===== src/rtl/approx_log_multiplier_pipe_if.sv =====
// Operand/result stream bundle for approx_log_multiplier_pipe.
//   in_valid/in_ready : operand pair handshake (a, b)
//   out_valid/out_ready : result handshake (result, 2W bits signed)
//   exact (only with LOGMUL_EXACT_MODE_EN) : request the true product for this item
// slave modport is the multiplier's view; master is the producer/consumer's view.
interface approx_log_multiplier_pipe_if #(
  parameter int W = 8
);
  logic                  in_valid;
  logic                  in_ready;
  logic signed [W-1:0]   a;
  logic signed [W-1:0]   b;
  logic                  out_valid;
  logic                  out_ready;
  logic signed [2*W-1:0] result;
`ifdef LOGMUL_EXACT_MODE_EN
  logic                  exact;
`endif

  modport slave (
`ifdef LOGMUL_EXACT_MODE_EN
    input  exact,
`endif
    input  in_valid, a, b, out_ready,
    output in_ready, out_valid, result
  );

  modport master (
`ifdef LOGMUL_EXACT_MODE_EN
    output exact,
`endif
    output in_valid, a, b, out_ready,
    input  in_ready, out_valid, result
  );
endinterface


===== src/rtl/approx_log_multiplier_pipe.sv =====
// Pipelined signed approximate multiplier (Mitchell log/antilog with dynamic
// truncation). Three registered stages: operand log, log sum, antilog/sign.
// Ports:
//   clk   : clock, rising edge
//   rst_n : synchronous active-low reset (clears stage valids and result)
//   bus   : approx_log_multiplier_pipe_if.slave (operand in / result out streams)
// Optional macro LOGMUL_EXACT_MODE_EN adds bus.exact; items flagged exact get
// the true product a*b with identical latency and handshake.
module approx_log_multiplier_pipe #(
  parameter  int DATA_W = 8,
  parameter  int W      = DATA_W,
  parameter  int T      = 6,
  localparam int KW     = $clog2(W),
  localparam int LW     = KW + T - 1
) (
  input logic                        clk,
  input logic                        rst_n,
  approx_log_multiplier_pipe_if.slave bus
);

  function automatic logic [W-1:0] abs_val(input logic signed [W-1:0] v);
    logic [W-1:0] u;
    u = v;
    // -2^(W-1) wraps to 2^(W-1), which is representable as unsigned
    return u[W-1] ? (~u + 1'b1) : u;
  endfunction

  // {k, x_t}: leading-one index and truncated fraction with forced LSB
  function automatic logic [LW-1:0] mitchell_log(input logic [W-1:0] m);
    logic [KW-1:0] k;
    logic [T-2:0]  xt;
    k = '0;
    for (int i = 0; i < W; i++) begin
      if (m[i]) k = KW'(i);
    end
    xt    = '0;
    xt[0] = 1'b1;
    for (int i = 0; i < T - 2; i++) begin
      if (int'(k) > i) xt[T-2-i] = m[int'(k)-1-i];
    end
    return {k, xt};
  endfunction

  // (({1,F}) << K) >> (T-1), split by shift direction so no bits are lost
  function automatic logic [2*W-1:0] antilog(input logic [LW:0] l);
    logic [KW:0]    kk;
    logic [2*W-1:0] m;
    kk = l[LW:T-1];
    m  = {{(2*W-T){1'b0}}, 1'b1, l[T-2:0]};
    if (int'(kk) >= T - 1) return m << (int'(kk) - (T - 1));
    else                   return m >> ((T - 1) - int'(kk));
  endfunction

  function automatic logic signed [2*W-1:0] apply_sign(input logic [2*W-1:0] p,
                                                      input logic neg);
    return neg ? signed'(~p + 1'b1) : signed'(p);
  endfunction

  logic                  advance;

  logic                  vld_p1_q, vld_p1_d;
  logic                  zero_p1_q, zero_p1_d;
  logic                  sign_p1_q, sign_p1_d;
  logic [LW-1:0]         loga_p1_q, loga_p1_d;
  logic [LW-1:0]         logb_p1_q, logb_p1_d;

  logic                  vld_p2_q, vld_p2_d;
  logic                  zero_p2_q, zero_p2_d;
  logic                  sign_p2_q, sign_p2_d;
  logic [LW:0]           lsum_p2_q, lsum_p2_d;

  logic                  vld_p3_q, vld_p3_d;
  logic signed [2*W-1:0] res_p3_q, res_p3_d;

`ifdef LOGMUL_EXACT_MODE_EN
  logic                  exact_p1_q, exact_p1_d;
  logic signed [W-1:0]   a_p1_q, a_p1_d;
  logic signed [W-1:0]   b_p1_q, b_p1_d;
  logic                  exact_p2_q, exact_p2_d;
  logic signed [W-1:0]   a_p2_q, a_p2_d;
  logic signed [W-1:0]   b_p2_q, b_p2_d;
  logic signed [2*W-1:0] ax, bx;
`endif

  // Whole pipe moves together; the output slot frees when taken or empty
  always_comb begin
    advance       = bus.out_ready | ~vld_p3_q;
    bus.in_ready  = advance;
    bus.out_valid = vld_p3_q;
    bus.result    = res_p3_q;
  end

  // Stage 1: sign, zero detect, operand logs
  always_comb begin
    vld_p1_d  = bus.in_valid;
    zero_p1_d = (bus.a == '0) | (bus.b == '0);
    sign_p1_d = bus.a[W-1] ^ bus.b[W-1];
    loga_p1_d = mitchell_log(abs_val(bus.a));
    logb_p1_d = mitchell_log(abs_val(bus.b));
`ifdef LOGMUL_EXACT_MODE_EN
    exact_p1_d = bus.exact;
    a_p1_d     = bus.a;
    b_p1_d     = bus.b;
`endif
  end

  // Stage 2: log sum (one bit wider, cannot overflow)
  always_comb begin
    vld_p2_d  = vld_p1_q;
    zero_p2_d = zero_p1_q;
    sign_p2_d = sign_p1_q;
    lsum_p2_d = {1'b0, loga_p1_q} + {1'b0, logb_p1_q};
`ifdef LOGMUL_EXACT_MODE_EN
    exact_p2_d = exact_p1_q;
    a_p2_d     = a_p1_q;
    b_p2_d     = b_p1_q;
`endif
  end

  // Stage 3: antilog and sign restore
  always_comb begin
    vld_p3_d = vld_p2_q;
    res_p3_d = zero_p2_q ? '0 : apply_sign(antilog(lsum_p2_q), sign_p2_q);
`ifdef LOGMUL_EXACT_MODE_EN
    ax = a_p2_q;
    bx = b_p2_q;
    if (exact_p2_q) res_p3_d = ax * bx;
`endif
  end

  always_ff @(posedge clk) begin
    if (!rst_n) begin
      vld_p1_q <= 1'b0;
      vld_p2_q <= 1'b0;
      vld_p3_q <= 1'b0;
      res_p3_q <= '0;
    end else if (advance) begin
      vld_p1_q <= vld_p1_d;
      vld_p2_q <= vld_p2_d;
      vld_p3_q <= vld_p3_d;
      res_p3_q <= res_p3_d;
    end
  end

  always_ff @(posedge clk) begin
    if (advance) begin
      zero_p1_q <= zero_p1_d;
      sign_p1_q <= sign_p1_d;
      loga_p1_q <= loga_p1_d;
      logb_p1_q <= logb_p1_d;
      zero_p2_q <= zero_p2_d;
      sign_p2_q <= sign_p2_d;
      lsum_p2_q <= lsum_p2_d;
`ifdef LOGMUL_EXACT_MODE_EN
      exact_p1_q <= exact_p1_d;
      a_p1_q     <= a_p1_d;
      b_p1_q     <= b_p1_d;
      exact_p2_q <= exact_p2_d;
      a_p2_q     <= a_p2_d;
      b_p2_q     <= b_p2_d;
`endif
    end
  end

endmodule


===== src/flat_wrapper.sv =====
// flat-port wrapper written by rule: the top's interface ports become plain ports
module approx_log_multiplier_pipe_flat 
#(
  parameter  int DATA_W = 8,
  parameter  int W      = DATA_W,
  parameter  int T      = 6,
  localparam int KW     = $clog2(W),
  localparam int LW     = KW + T - 1
)
  (clk, rst_n, bus_in_valid, bus_a, bus_b, bus_out_ready, bus_in_ready, bus_out_valid, bus_result);
  approx_log_multiplier_pipe_if #(.W(W)) bus_i ();
  input logic clk;
  input logic rst_n;
  input wire logic [$bits(bus_i.in_valid)-1:0] bus_in_valid;
  input wire logic [$bits(bus_i.a)-1:0] bus_a;
  input wire logic [$bits(bus_i.b)-1:0] bus_b;
  input wire logic [$bits(bus_i.out_ready)-1:0] bus_out_ready;
  output wire logic [$bits(bus_i.in_ready)-1:0] bus_in_ready;
  output wire logic [$bits(bus_i.out_valid)-1:0] bus_out_valid;
  output wire logic [$bits(bus_i.result)-1:0] bus_result;
  assign bus_i.in_valid = bus_in_valid;
  assign bus_i.a = bus_a;
  assign bus_i.b = bus_b;
  assign bus_i.out_ready = bus_out_ready;
  assign bus_in_ready = bus_i.in_ready;
  assign bus_out_valid = bus_i.out_valid;
  assign bus_result = bus_i.result;
  approx_log_multiplier_pipe #(.DATA_W(DATA_W), .W(W), .T(T)) u_core (.clk(clk), .rst_n(rst_n), .bus(bus_i));
endmodule

===== config.mk =====
export PLATFORM = sky130hd
export DESIGN_NAME = approx_log_multiplier_pipe_flat
export DESIGN_NICKNAME = d
export VERILOG_FILES = /design/src/rtl/approx_log_multiplier_pipe_if.sv /design/src/rtl/approx_log_multiplier_pipe.sv /design/src/flat_wrapper.sv
export SDC_FILE = /design/constraint.sdc
export NUM_CORES = 1
export LEC_CHECK = 0
export ABC_AREA = 1
export ABC_CLOCK_PERIOD_IN_PS = 6200
export CAP_MARGIN = 20
export CELL_PAD_IN_SITES_DETAIL_PLACEMENT = 1
export CELL_PAD_IN_SITES_GLOBAL_PLACEMENT = 1
export CORE_UTILIZATION = 46
export DETAILED_ROUTE_END_ITERATION = 12
export GPL_TIMING_DRIVEN = 0
export PLACE_DENSITY = 0.85
export REMOVE_ABC_BUFFERS = 1
export SYNTH_ARGS = -nofsm -noshare
export SYNTH_HDL_FRONTEND = slang
export SYNTH_SLANG_ARGS = --single-unit

===== constraint.sdc =====
create_clock -name clk -period 6.2 [get_ports clk]
set_clock_uncertainty 0.05 [all_clocks]
set_input_delay 0.93 -clock clk [delete_from_list [all_inputs] [get_ports clk]]
set_output_delay 0.93 -clock clk [all_outputs]
set_load 0.02 [all_outputs]

==> results.json <==
{
  "switchingPower_mw": 1.466,
  "grt_max_degree": 30,
  "endpoint_kind": "output port",
  "drv_cap": 0,
  "drive_above_1_share": 0.1429,
  "openroad.warnings": 39,
  "worstPathMaxFanout": 12,
  "hp-class": "reg -> reg",
  "timing.final.crit_period_ns": 3.893,
  "dp.cells": 799,
  "htreeDepth": 2,
  "routed-wl-met2_mm": 6.101,
  "ys.flop_type": "edfxtp_1",
  "post_cts_buffers": 0,
  "numPortBuffers": 37,
  "start_kind": "input pin",
  "cts_buffers": 5,
  "total_power_mw": 2.683,
  "pin_count": 38,
  "p_per_area_nw_per_um2": 535.2,
  "grt.total_usage": 0.2460,
  "yosys.stat.chipArea_um2": 4443,
  "die_h_um": 100.3,
  "pwr-share-seq": 0.194,
  "edf_count": 26,
  "clk_path_buf_depth": 2,
  "rsz0062_at_grt": "false",
  "report.final.slew_viol_count": 0,
  "netlist_area_um2": 4443,
  "cts_hold_buf": 0,
  "clk_pin_slew_ns": 0.09,
  "dp_hpwl_mm": 9.396,
  "switching_share": 0.5463,
  "ir_worst_vdd_uv": 175.0,
  "n_antenna_cell": 0,
  "ys_async_sr_fraction": 0,
  "topCellsByArea": "edfxtp_1, nand2_1, dfxtp_1, ha_1, nand3_1",
  "cts_tree": "done",
  "p_int_mw": 1.217,
  "die_w_um": 100.3,
  "synthDistinctLibCells": 48,
  "hold_viol_final": 0,
  "antenna_found_initial": 0,
  "cts_resized": 0,
  "grt-ovfl-total": 0,
  "power_frac_comb": 0.730,
  "syn_to_final_growth_pct": 12.81,
  "initCoreUtil": 0.4786,
  "status": "complete, no violations",
  "critical_path_class": "in -> out",
  "lay_top_cells": "nand2_1, inv_1, nor2_1, nand3_1, clkdlybuf4s50_1",
  "cts.sinks": 45,
  "grt_pass1_wl_mm": 19.75,
  "core.rowCount": 35,
  "grt_pass1_vias": 4391,
  "fin_crit_sh": 0.6280,
  "seq_area_frac_synth": 0.2613,
  "final-setup-viol-count": 0,
  "yosys_warnings": 0,
  "synth_cells": 645,
  "route.met3.wl_um": 167,
  "viasPerCell": 5.217,
  "arrival_ns": 2.91,
  "dr.pass1.iters": 4,
  "chipArea_um2": 10060,
  "yosysTopAreaCellShare": 0.1757,
  "slew_headroom": 0.3063,
  "root_buffer": "clkbuf_8",
  "wl_met1_mm": 4.957,
  "worst_pin_slew_ns": 1.037,
  "maxUsedRoutingLayer": "met4",
  "place_ws_ns": 1.765,
  "yosys_cells": 645,
  "fin_nets": 727,
  "setup_slack_ns": 2.307,
  "wl_per_cell_um": 14.23,
  "top_area_cell": "edfxtp_1",
  "postRouteAntennaNets": 0,
  "drc_errors": 0,
  "drtIter0Drc": 107,
  "worstPathRequired_ns": 5.22,
  "tns_ns": 0,
  "power.leakage_nw": 2.456,
  "ys.flops": 45,
  "max_freq_mhz": 256.8,
  "syn_avg_cell_area_um2": 6.888,
  "gp_congestion": 0.8720
}
[critical path: stages]
cell	delay, ns
clkdlybuf4s50_1	0.40
nor2_1	0.59
inv_1	0.35
clkdlybuf4s50_1	0.64
[cells in the mapped netlist, types with 2 or more instances]
cell / number
nor2_4: 4
xor2_1: 12
nor2_2: 7
nor2_1: 66
inv_2: 17
o21ai_0: 19
o21a_1: 3
inv_1: 73
buf_2: 4
o21bai_1: 3
nand2_2: 24
nand3b_1: 5
o211ai_1: 6
xor2_2: 2
edfxtp_1: 26
dfxtp_1: 19
nand4_1: 9
nand2_4: 5
nor3_1: 2
or2_0: 3
nand3_2: 22
clkbuf_1: 2
nor2_8: 2
nand2_1: 162
ha_1: 28
o21ai_1: 3
buf_6: 4
a21oi_1: 27
nand3_1: 66
a21o_1: 2
[power groups by stage]
stage               registers, mW  logic [mW]  clock network (mW)
floorplan                   0.542        1.45                   0
global placement            0.519        1.85                   0
detailed placement          0.527        1.94                   0
CTS                         0.521        1.96               0.211
global route                0.532        2.20               0.222
finish                      0.519        1.96               0.205
[final cells by class]
cell class                      count  area [um^2]
Multi-Input combinational cell    496         2836
Tap cell                          129        161.4
Clock buffer                        7        97.59
Timing Repair Buffer               39        409.1
Clock inverter                      1        5.005
Inverter                           91        341.6
Fill cell                        1261         4272
Sequential cell                    45         1161
[through the flow]
stage,hold WS (ns),utilization,area [um^2]
2_1_floorplan,0.3503,-,4339
3_3_place_gp,0.3535,0.5247,4871
3_5_place_dp,0.3697,0.5259,4882
4_1_cts,0.3910,0.5369,4985
5_1_grt,0.4038,0.5399,5012
6_report,0.3907,0.5399,5012
[per-layer routing]
layer,up-vias,GRT usage
li1,2147,-
met1,1990,0.2814
met2,58,0.4726
met3,20,0.02646
met4,0,0.08027
met5,-,0
[sequential cells by signal, summed over array words and instances (netlist names)]
name / cells
u_core.bus.result: 16
u_core.lsum_p2_q: 8
u_core.loga_p1_q: 7
u_core.logb_p1_q: 7
u_core.bus.out_valid: 1
u_core.sign_p1_q: 1
u_core.sign_p2_q: 1
u_core.vld_p1_q: 1
u_core.vld_p2_q: 1
u_core.zero_p1_q: 1
u_core.zero_p2_q: 1
[path summary, 6_finish.rpt]
| check | slack (ns) | depth (start not counted) | start | end |
|---|---|---|---|---|
| worst max-delay path | 2.31 | 4 | bus_out_ready | bus_in_ready |
| worst max register to register | 3.01 | 19 | u_core.lsum_p2_q[5] | u_core.bus.result[14] |
| worst min register to register | 0.39 | 0 | u_core.sign_p1_q | u_core.sign_p2_q |
| worst min-delay path | 0.39 | 0 | u_core.sign_p1_q | u_core.sign_p2_q |
[logic make-up (layout without fill, tap and decap cells)]
logic type               after synthesis  after routing  synth area share
flip-flops                            45             45            0.2613
AND/OR/NAND/NOR                      382            382            0.4306
adder cells (fa/ha/maj)               29             29           0.08336
XOR/XNOR                              15             15           0.03295
buffers and inverters                104            138            0.1003
AND-OR/OR-AND                         70             70           0.09152
==> images/logic_types.png <==
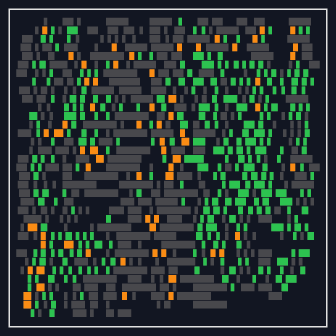
aoi and oai cells -> orange  # cells 64, where spread over the die
nand cells -> green  # cells 295, where spread over the die
Final Instance Count excl. Fillers: 808
combinational share of cell area: 0.5659
most frequent logic cell in the layout: nand2_1

==> images/layer_met2.png <==
Cells faint in the background.
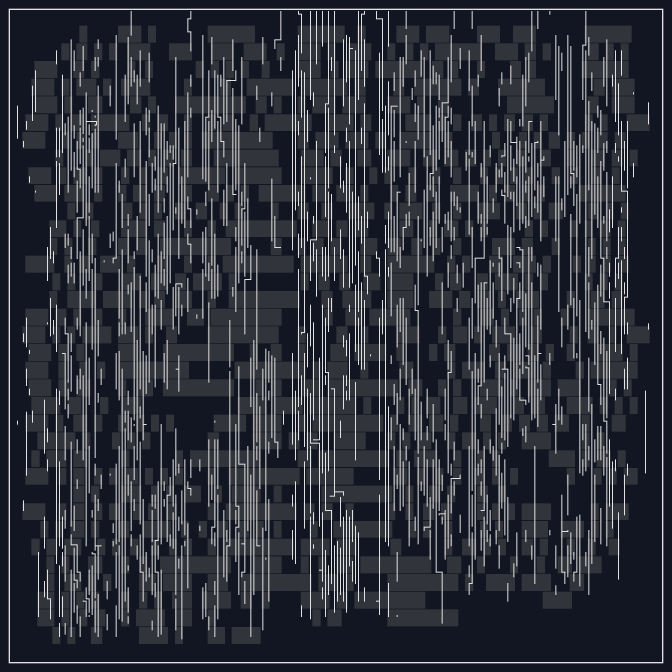
share of all routed wire = 53%
main direction = vertical
GR Layer Usage met2: 0.4726
Total Wirelength: 11.50 mm
via count: 4215

==> images/placement.png <==
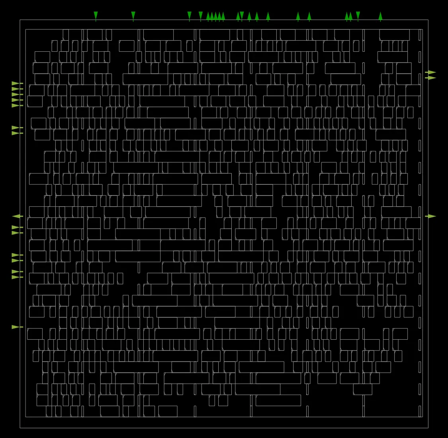
core area: 9284 um^2
Finished Core Util: 0.5399
TAP cells: 129
Seq area share: 0.2317

==> images/clk_routes.png <==
Scale bar: 20 um.
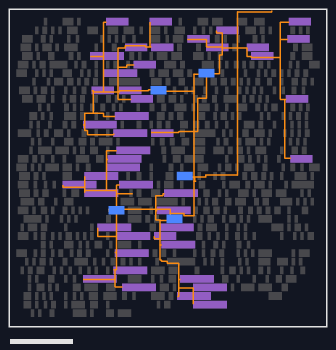
flip-flops -> purple  # count 45
clock wires -> orange  # length 619 um
clock drivers -> blue  # count 5
routed clock nets = 6
Late-Pin Clk Latency: 0.30 ns
P_clk: 0.205 mW
clock network power share: 0.077

==> images/placement_by_type.png <==
Scale bar: 20 um.
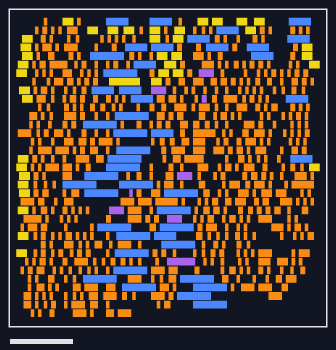
sequential cells -> blue  # cells 45, share of their area 24%
combinational and other logic -> orange  # cells 587, share of their area 66%
remaining buffers and delay cells -> yellow  # cells 39, share of their area 8.4%
clock drivers and dummy loads -> purple  # cells 8, share of their area 2.1%

No activity file was given, so power comes from the tool's default toggle rates.
